==> config.mk <==
export PLATFORM = sky130hd
export DESIGN_NAME = pkt_frame_fifo
export DESIGN_NICKNAME = d
export VERILOG_FILES = /design/src/rtl/pkt_frame_fifo.sv
export SDC_FILE = /design/constraint.sdc
export NUM_CORES = 1
export LEC_CHECK = 0
export CORE_ASPECT_RATIO = 1.75
export CORE_MARGIN = 2
export CORE_UTILIZATION = 52
export DETAILED_ROUTE_END_ITERATION = 12
export PLACE_DENSITY_LB_ADDON = 0.1
export SYNTH_ARGS = -nofsm -noshare
export SYNTH_HDL_FRONTEND = slang
export SYNTH_SLANG_ARGS = --single-unit
==> constraint.sdc <==
create_clock -name clk -period 5.6 [get_ports clk]
set_clock_uncertainty 0.1 [all_clocks]
set_input_delay 1.68 -clock clk [delete_from_list [all_inputs] [get_ports clk]]
set_output_delay 1.68 -clock clk [all_outputs]
set_load 0.005 [all_outputs]
==> src/rtl/pkt_frame_fifo.sv <==
// Single-frame word FIFO between the register/SPI side and the packet datapath.
// Programmable frame length, sticky overflow/underflow, optional edge-detected strobes.
module pkt_frame_fifo #(
    parameter int                DATA_W    = 8,
    parameter int                DEPTH     = 128,
    parameter int                LEN_W     = $clog2(DEPTH) + 1,
    parameter bit                EDGE_MODE = 1'b1,
    parameter logic [DATA_W-1:0] IDLE_VAL  = 'h1F
) (
    input  logic              clk,
    input  logic              reset,
    input  logic              wr_en,
    input  logic [DATA_W-1:0] data_in,
    input  logic              rd_en,
    output logic [DATA_W-1:0] data_out,
    input  logic              len_wr_en,
    input  logic [LEN_W-1:0]  len_in,
    input  logic              len_rd_en,
    output logic [LEN_W-1:0]  len_out,
    input  logic              clr_err,
    output logic [LEN_W-1:0]  count,
    output logic              empty,
    output logic              full,
    output logic              frame_full,
    output logic              read_complete,
    output logic              overflow,
    output logic              underflow
);

    localparam int               AW      = $clog2(DEPTH);
    localparam logic [LEN_W-1:0] DEPTH_L = LEN_W'(DEPTH);

    logic [DATA_W-1:0] mem [DEPTH];

    logic [1:0]       sync_wr_q, sync_rd_q;
    logic [LEN_W-1:0] wr_ptr_q, wr_ptr_d;
    logic [LEN_W-1:0] rd_ptr_q, rd_ptr_d;
    logic [LEN_W-1:0] wr_cnt_q, wr_cnt_d;
    logic [LEN_W-1:0] rd_cnt_q, rd_cnt_d;
    logic [LEN_W-1:0] length_q, length_d;
    logic             ovf_q, ovf_d;
    logic             udf_q, udf_d;

    logic wr_ev, rd_ev, wr_ok, rd_ok;

    assign count         = wr_ptr_q - rd_ptr_q;
    assign empty         = (count == '0);
    assign full          = (count == DEPTH_L);
    assign frame_full    = (wr_cnt_q >= length_q);
    assign read_complete = (rd_cnt_q >= length_q);
    assign overflow      = ovf_q;
    assign underflow     = udf_q;
    assign len_out       = len_rd_en ? length_q : '0;

    // Edge mode: write on the strobe's rise, read on its fall.
    always_comb begin
        if (EDGE_MODE) begin
            wr_ev = (sync_wr_q == 2'b01);
            rd_ev = (sync_rd_q == 2'b10);
        end else begin
            wr_ev = wr_en;
            rd_ev = rd_en;
        end
    end

    assign wr_ok = wr_ev && !full && !frame_full && !len_wr_en;
    assign rd_ok = rd_ev && !empty && !len_wr_en;

    always_comb begin
        wr_ptr_d = wr_ptr_q + LEN_W'(wr_ok);
        rd_ptr_d = rd_ptr_q + LEN_W'(rd_ok);
        wr_cnt_d = wr_cnt_q + LEN_W'(wr_ok);
        rd_cnt_d = rd_cnt_q + LEN_W'(rd_ok);
        length_d = length_q;
        ovf_d    = ovf_q && !clr_err;
        udf_d    = udf_q && !clr_err;
        if (wr_ev && !wr_ok) ovf_d = 1'b1;
        if (rd_ev && !rd_ok) udf_d = 1'b1;
        if (len_wr_en) begin
            length_d = (len_in > DEPTH_L) ? DEPTH_L : len_in;
            wr_ptr_d = '0;
            rd_ptr_d = '0;
            wr_cnt_d = '0;
            rd_cnt_d = '0;
            ovf_d    = 1'b0;
            udf_d    = 1'b0;
        end
    end

    always_ff @(posedge clk or posedge reset) begin
        if (reset) begin
            sync_wr_q <= '0;
            sync_rd_q <= '0;
            wr_ptr_q  <= '0;
            rd_ptr_q  <= '0;
            wr_cnt_q  <= '0;
            rd_cnt_q  <= '0;
            length_q  <= DEPTH_L;
            ovf_q     <= 1'b0;
            udf_q     <= 1'b0;
        end else begin
            sync_wr_q <= {sync_wr_q[0], wr_en};
            sync_rd_q <= {sync_rd_q[0], rd_en};
            wr_ptr_q  <= wr_ptr_d;
            rd_ptr_q  <= rd_ptr_d;
            wr_cnt_q  <= wr_cnt_d;
            rd_cnt_q  <= rd_cnt_d;
            length_q  <= length_d;
            ovf_q     <= ovf_d;
            udf_q     <= udf_d;
        end
    end

    always_ff @(posedge clk) begin
        if (wr_ok) mem[wr_ptr_q[AW-1:0]] <= data_in;
    end

    always_comb begin
        data_out = IDLE_VAL;
        if (!empty && (!EDGE_MODE || rd_en)) data_out = mem[rd_ptr_q[AW-1:0]];
    end

endmodule

**Clock nets**

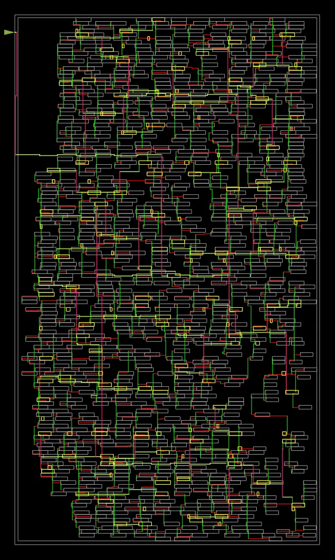
clock buf count: 113
P_clk: 6800 uW
registers: 1070
clk_lat worst skew: 0.68 ns

**Sizing map**

Scale: 1.5 px per micron.
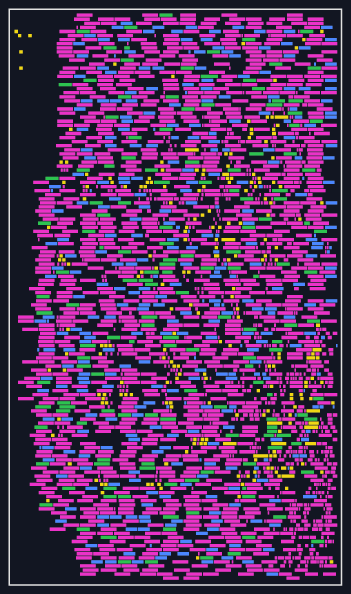
color	size	cells
yellow	_3 and _4 cells	221
green	_6 and larger	152
blue	_2 cells	346
magenta	_0 and _1 cells	1707

**Signal metal coverage by tile**

Scale: 1 px per micron. The die is cut into 22 by 38 equal tiles; black is low, pale yellow is high, scaled to the fullest tile. Values are wire area over tile area, all layers added.
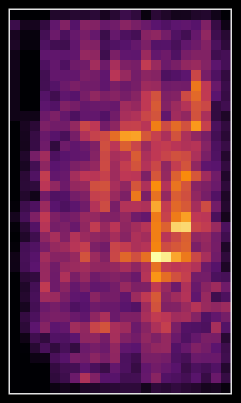
nearly empty tiles	6.2%
fullest tile	0.68
tiles over half the peak	15%
mean over tiles	0.21

**The metal 3 layer**

Scale: 1.5 px per micron.
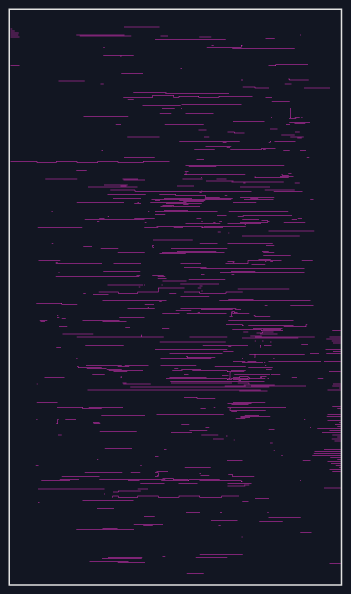
share of all routed wire	6.5%
wire length on this layer	7100 microns
longest straight run	115 microns
nets with wire on the layer	222
main direction	horizontal

**Sequential cells colored by netlist name**

Scale: 1 px per micron. Other sequential cells in the stronger gray, the rest of the logic in the fainter gray.
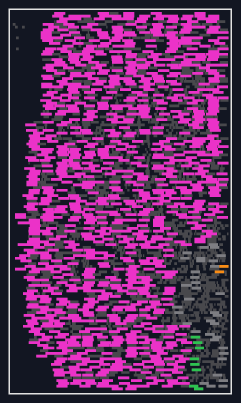
color	netlist name	sequential cells
magenta	mem	1024
orange	sync_wr_q	2
green	wr_cnt_q	8

==> impl_metrics.json <==
{
  "fp-utilization_pct": 52.2,
  "synth-xor-area-share_pct": 0.513,
  "gp_congestion": 0.851,
  "yosys_area_sq_mm": 0.0427,
  "grt-busiest-layer": "met2",
  "power_uw": 16700,
  "critPathSlowestCell": "mux4_2",
  "slew_viol_final": 0,
  "p_int_uw": 13200,
  "switching_share_pct": 21.0,
  "p_seq_uw": 8780,
  "comb-cell-share_pct": 21.0,
  "logic_gates": 880,
  "synth_cells": 2102,
  "top_area_cell_class": "flip-flops and latches",
  "switching_power_uw": 3510,
  "cts_tree": "built",
  "drc": 0,
  "powerDensity_mw_per_mm2": 336,
  "seq_share_pct": 64.2,
  "grt_max_degree": 98,
  "status": "finished clean",
  "yosysTopAreaCellShare_pct": 72.1,
  "chipHeight_microns": 383
}
Power and IR drop assume default switching activity.
